`src/rtl/i2c_pkg.sv`:
```
// i2c_pkg: shared state encoding and constants for the I2C register target.
// Configuration macro: I2C_TARGET_WHOAMI_EN (see i2c_target_regs).
package i2c_pkg;
   localparam int         NUM_REGS   = 16;
   localparam logic [7:0] WHOAMI_PTR = 8'h75;

   typedef enum logic [3:0] {
      IDLE,
      ADDR,
      ADDR_ACK,
      PTR,
      PTR_ACK,
      WDATA,
      WDATA_ACK,
      RDATA,
      RACK
   } i2c_state_t;
endpackage

```
`src/rtl/i2c_bus_monitor.sv`:
```
// i2c_bus_monitor: synchronises SCL/SDA and flags SCL edges and START/STOP.
// All flops reset to 1 (idle bus) so no edge or condition fires out of reset.
module i2c_bus_monitor (
   input  logic clk,
   input  logic reset_n,
   input  logic scl_in,
   input  logic sda_in,
   output logic sda_s,
   output logic scl_rise,
   output logic scl_fall,
   output logic start_det,
   output logic stop_det
);
   logic scl_m, scl_s, scl_d;
   logic sda_m, sda_d;

   // Two-flop synchronisers plus one history flop per line for edge detection
   always_ff @(posedge clk) begin
      if (!reset_n) begin
         {scl_m, scl_s, scl_d} <= 3'b111;
         {sda_m, sda_s, sda_d} <= 3'b111;
      end else begin
         scl_m <= scl_in;
         scl_s <= scl_m;
         scl_d <= scl_s;
         sda_m <= sda_in;
         sda_s <= sda_m;
         sda_d <= sda_s;
      end
   end

   assign scl_rise  = scl_s & ~scl_d;
   assign scl_fall  = ~scl_s & scl_d;
   // SDA moving while SCL is held high is a bus condition, never data
   assign start_det = scl_s & scl_d & sda_d & ~sda_s;
   assign stop_det  = scl_s & scl_d & ~sda_d & sda_s;
endmodule

```
`src/rtl/i2c_target_regs.sv`:
```
// i2c_target_regs: I2C target with an 8-bit auto-incrementing pointer into a
// 16 x 8 register file, plus a fabric-side write/read port.
// Optional macro I2C_TARGET_WHOAMI_EN: pointer 0x75 reads DEVICE_ADDRESS and
// drops writes instead of aliasing register 5.
module i2c_target_regs
   import i2c_pkg::*;
#(
   parameter logic [7:0] DEVICE_ADDRESS = 8'h68
) (
   input  logic       clk,
   input  logic       reset_n,
   input  logic       scl_in,
   input  logic       sda_in,
   output logic       sda_out,
   input  logic       loc_we,
   input  logic [3:0] loc_addr,
   input  logic [7:0] loc_wdata,
   output logic [7:0] loc_rdata,
   output logic       host_wr,
   output logic [3:0] host_addr,
   output logic [7:0] host_data,
   output logic       busy
);
   i2c_state_t state;
   logic [7:0] regs [NUM_REGS];
   logic [7:0] ptr;
   logic [7:0] rx;
   logic [7:0] tx;
   logic [3:0] bit_cnt;
   logic       rack_nack;
   logic       sda_s, scl_rise, scl_fall, start_det, stop_det;
   logic       whoami_hit;
   logic [7:0] rd_byte;

   i2c_bus_monitor u_mon (
      .clk       (clk),
      .reset_n   (reset_n),
      .scl_in    (scl_in),
      .sda_in    (sda_in),
      .sda_s     (sda_s),
      .scl_rise  (scl_rise),
      .scl_fall  (scl_fall),
      .start_det (start_det),
      .stop_det  (stop_det)
   );

`ifdef I2C_TARGET_WHOAMI_EN
   assign whoami_hit = (ptr == WHOAMI_PTR);
`else
   assign whoami_hit = 1'b0;
`endif

   assign rd_byte   = whoami_hit ? DEVICE_ADDRESS : regs[ptr[3:0]];
   assign loc_rdata = regs[loc_addr];

   // Protocol FSM and register file; SDA only changes on synced SCL falls
   always_ff @(posedge clk) begin
      if (!reset_n) begin
         state     <= IDLE;
         sda_out   <= 1'b1;
         ptr       <= '0;
         rx        <= '0;
         tx        <= '0;
         bit_cnt   <= '0;
         rack_nack <= 1'b0;
         busy      <= 1'b0;
         host_wr   <= 1'b0;
         host_addr <= '0;
         host_data <= '0;
         for (int i = 0; i < NUM_REGS; i++) regs[i] <= '0;
      end else begin
         host_wr <= 1'b0;
         if (stop_det) begin
            state   <= IDLE;
            sda_out <= 1'b1;
            busy    <= 1'b0;
         end else if (start_det) begin
            // Repeated START keeps ptr so a pointer write can precede a read
            state   <= ADDR;
            sda_out <= 1'b1;
            bit_cnt <= '0;
         end else begin
            case (state)
               IDLE: ;
               ADDR, PTR, WDATA: begin
                  if (scl_rise) begin
                     rx      <= {rx[6:0], sda_s};
                     bit_cnt <= bit_cnt + 4'd1;
                  end else if (scl_fall && bit_cnt == 4'd8) begin
                     bit_cnt <= '0;
                     if (state == ADDR) begin
                        if (rx[7:1] == DEVICE_ADDRESS[6:0]) begin
                           sda_out <= 1'b0;
                           busy    <= 1'b1;
                           state   <= ADDR_ACK;
                        end else begin
                           busy  <= 1'b0;
                           state <= IDLE;
                        end
                     end else if (state == PTR) begin
                        ptr     <= rx;
                        sda_out <= 1'b0;
                        state   <= PTR_ACK;
                     end else begin
                        sda_out <= 1'b0;
                        state   <= WDATA_ACK;
                        ptr     <= ptr + 8'd1;
                        if (!whoami_hit) begin
                           regs[ptr[3:0]] <= rx;
                           host_wr        <= 1'b1;
                           host_addr      <= ptr[3:0];
                           host_data      <= rx;
                        end
                     end
                  end
               end
               ADDR_ACK: begin
                  if (scl_fall) begin
                     if (rx[0]) begin
                        tx      <= rd_byte;
                        sda_out <= rd_byte[7];
                        state   <= RDATA;
                     end else begin
                        sda_out <= 1'b1;
                        state   <= PTR;
                     end
                  end
               end
               PTR_ACK, WDATA_ACK: begin
                  if (scl_fall) begin
                     sda_out <= 1'b1;
                     state   <= WDATA;
                  end
               end
               RDATA: begin
                  if (scl_rise) begin
                     bit_cnt <= bit_cnt + 4'd1;
                  end else if (scl_fall) begin
                     if (bit_cnt == 4'd8) begin
                        sda_out <= 1'b1;
                        ptr     <= ptr + 8'd1;
                        bit_cnt <= '0;
                        state   <= RACK;
                     end else begin
                        tx      <= {tx[6:0], 1'b0};
                        sda_out <= tx[6];
                     end
                  end
               end
               RACK: begin
                  if (scl_rise) begin
                     rack_nack <= sda_s;
                  end else if (scl_fall) begin
                     if (rack_nack) begin
                        busy  <= 1'b0;
                        state <= IDLE;
                     end else begin
                        tx      <= rd_byte;
                        sda_out <= rd_byte[7];
                        state   <= RDATA;
                     end
                  end
               end
               default: state <= IDLE;
            endcase
         end
         // Fabric write lands last so it wins a same-cycle collision
         if (loc_we) regs[loc_addr] <= loc_wdata;
      end
   end
endmodule

```
`config.mk`:
```
export PLATFORM = sky130hd
export DESIGN_NAME = i2c_target_regs
export DESIGN_NICKNAME = d
export VERILOG_FILES = /design/src/rtl/i2c_pkg.sv /design/src/rtl/i2c_bus_monitor.sv /design/src/rtl/i2c_target_regs.sv
export SDC_FILE = /design/constraint.sdc
export NUM_CORES = 1
export LEC_CHECK = 0
export ABC_AREA = 0
export CAP_MARGIN = 0
export CORE_ASPECT_RATIO = 0.6
export CORE_UTILIZATION = 29
export CTS_CLUSTER_DIAMETER = 40
export CTS_CLUSTER_SIZE = 40
export DETAILED_ROUTE_END_ITERATION = 16
export PLACE_DENSITY_LB_ADDON = 0.15
export SYNTH_ARGS = -nofsm -noshare
export SYNTH_HDL_FRONTEND = slang
export SYNTH_HIERARCHICAL = 1
export SYNTH_SLANG_ARGS = --single-unit
```
`constraint.sdc`:
```
create_clock -name clk -period 7.6 [get_ports clk]
set_clock_uncertainty 0.1 [all_clocks]
set_input_delay 0.76 -clock clk [delete_from_list [all_inputs] [get_ports clk]]
set_output_delay 0.76 -clock clk [all_outputs]
set_load 0.01 [all_outputs]
```
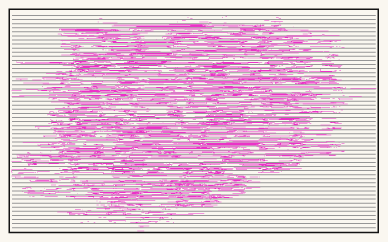
(images/met1.png)
Scale: 1.5 px per um. Supply wires on this layer in gray.
nets with wire on the layer = 799
share of all routed wire = 53%
main direction = horizontal
longest straight run = 102 um

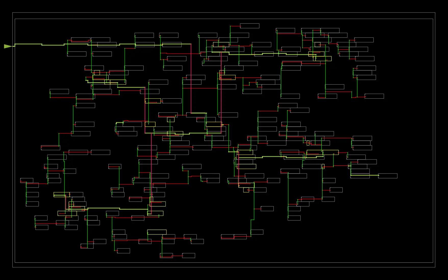
(images/final_clocks.png)
flip-flops: 181
# clock sinks: 181
clock insertion delay at the later pin of the skew report: 0.45 ns
CTS Buf Count: 17

==> run summary <==
Purpose: to document the outcome of synthesis and place and route.

Outcome
The flow ran to the end, and the final reports show no timing, DRC or antenna violations.

Logic synthesis
Per the synthesis report, the AND-OR/OR-AND share of the synthesized area is 18.27%. For reference, the top logic cell family by area is AND-OR/OR-AND gates. After synthesis, the chip area reported by Yosys is 10280 sq um. Per the Yosys statistics, synthesis produced 813 cells. Per the synthesis report, the XOR/XNOR share of the synthesized area is 0.08521%. Counting every net in the synthesized netlist gives 836. Per Yosys stat, the portion of area used by sequential elements is 47.72%.

In the post-synthesis netlist, the biggest area contributors are edfxtp_1 (37%), mux4_2 (13%), a22o_1 (11%). The number of distinct library cell variants in the gate-level netlist after synthesis is 61. For reference, the top cells by count after synthesis are a22o_1 (128), edfxtp_1 (128), mux4_2 (61). The most common flop cell mapped by yosys is edfxtp_1. The Yosys warning count is 6. The mux contribution to synthesized area is 17.54%. The cell count after synthesis came out at 813.

The netlist area before placement is 10280 sq um. The post-synth tally of flip-flops with integrated enable is 128. Summing the areas of all and, or, nand and nor instances in the mapped netlist gives 11.93% of the synthesized area. The area fraction in full adders, half adders and majority gates is 0.7304%. The flip-flop and latch count after synthesis is 181.

Worst setup path
The data arrival time of the critical path is 3.13 ns. The worst-case reg-to-reg path depth is 6. The critical path starts at loc_addr[2]. According to the timing report, the data required time at the worst endpoint equals 6.74 ns. The endpoint class of the critical path is an output pin. The report shows a maximum critical-path fanout of 15. By startpoint and endpoint, the worst setup path is classified as in -> out.

The startpoint class of the critical path is a primary input.

Finish
Non-clock buffering takes up 4.111% of total cell area after layout. The layout has 19 clock buffers. The sequential cell area share is 42.20%. The layout report gives the multi-input gate share of total cell area as 42.92%.

The post-layout net count is 828. The share of post-route cells with drive strength above 1 is 20.05%. The final non-filler cell total is 1277.

The number of non-clock inverters in the layout is 18. The area taken by sequential standard cells is reported as 4907 sq um. The layout has 52 buffers outside the clock class. The post-route core utilization is 33.91%. By area, combinational gates come first. The number of diodes added for antenna fixing is 0. In this run the layout overhead on the synthesized area is reported as 13.12%.

Floorplan
The core area is 34290 sq um. The floorplan step records an initial core utilization of 29.98%. In this run the vertical extent of the chip is 147.8 um. 40 I/O pins were placed. The die outline area is 36230 sq um. The floorplan step set the die width to 245.1 um.

The row count is 52. The design received a total of 459 well taps at floorplan.

CTS
The number of levels in the clock H-tree is 4. The root cell of the clock tree is clkbuf_16. In this run, post-CTS hold repair placed 0 buffers. Gates resized during post-CTS repair numbered 0. The maximum number of buffers from clock root to sink is 2. The post-CTS setup buffer count is 0. The clock-pin slew on the worst setup and hold paths is 0.06 ns.

Drt
The final layout contains routed wiring with a total length of 36290 um. For this run, the detailed router reports a per-instance via density of 5.914. After detailed routing, the number of remaining DRC violations is 0. In the final routed layout, each cell accounts on average for 28.42 um.

Per the log, the first TritonRoute iteration ended with a DRC count of 753.

Final timing
The maximum frequency from static timing analysis is 250.6 MHz. The final timing report lists a hold violation count of 0. The time the final worst path needs with I/O delays and setup is 3.990 ns. Setup repair after global routing left no endpoint under its margin.

At the pin with the least slew margin, the transition time is 1.134 ns. The final hold slack is 0.3172 ns. The final max-slew violation count recorded for this run is 0. For the final routed database, the setup TNS stands at 0 ns. The worst-case max-slew headroom was logged as 24.13%.

Min path
The number of cells on the worst hold path is listed as 1. The launch instance of the worst min-delay path is u_mon/scl_m. The min-delay analysis places its worst path in the category reg -> reg.

GRT
Entering global routing, the biggest net connects 47 pins. The number of antenna violations at the first check in global routing was 1. The global route stage reports its total congestion overflow as 0. The first global-routing pass estimated 52010 um of wire. The number of global-route vias before repair came to 6934. Overall routing resource usage recorded by global route was 20.35%.

Power
Overall power consumption after layout is estimated at 2.439 mW. In this run the static leakage power is 3.772 nW. The peak supply drop is 0.0001495 V. The power per standard cell area is 209.7 nW/um^2.

Place
Detailed placement finished with a half-perimeter wire length of 25770 um. The number of instances in the placed design is 1245. The routability congestion estimate from global placement is 0.8289.

Run
The number of maximum-capacitance violations is 0.
-- path summary, 6_finish.rpt --
| kind | slack, ns | end |
|---|---|---|
| setup / recovery | 3.61 | loc_rdata[0] |
| hold / removal | 0.32 | u_mon/scl_s |
| setup reg to reg | 3.82 | regs[7][4] |
| hold reg to reg | 0.32 | u_mon/scl_s |
-- metal layers --
metal	GRT usage [%]	part of all wire [%]	wire length, um	vias up
li1	-	-	-	3271
met1	34.19	53	19170	3869
met2	24.72	37	13580	375
met3	5.320	8.6	3132	35
met4	3.938	1.1	384	2
met5	0	0.036	13	-
-- flip-flops by register name (all words and copies together) (netlist names), 4 cells and up, named ones only --
register / count
rx: 8
host_data: 8
state: 4
host_addr: 4
bit_cnt: 4
regs: 128
ptr: 4
tx: 7
-- through the flow --
step           setup slack [ns]  instance area (sq um)
5_1_grt                   3.482                  11630
3_3_place_gp              3.469                  11020
3_5_place_dp              3.465                  11020
2_1_floorplan             4.352                  10280
4_1_cts                   3.567                  11630
6_report                  3.610                  11630
-- layout by cell type, fill, tap and decap left out, drive strengths merged, types with 9 or more instances in the layout --
cell and instances:
mux4 61, mux2 23, a21oi 28, o21ai 9, nand2b 14, nor2b 11
edfxtp 128, nor2 48, o22ai 13, inv 21, dfxtp 53, nor3 24
clkbuf 19, a211o 16, buf 15, clkdlybuf4s50 37, nand2 44, mux2i 17
a22o 128, nand3 11
-- worst max-delay path, cell delays in order --
cell and delay (ns):
clkdlybuf4s50_1 1.18, mux4_2 0.67, clkdlybuf4s50_1 0.51
-- power breakdown --
part	internal [mW]	total, mW	switching [mW]
Clock	0.524	0.947	0.423
Combinational	0.148	0.335	0.187
Sequential	1.10	1.16	0.0532
No activity file was given, so power comes from the tool's default toggle rates.
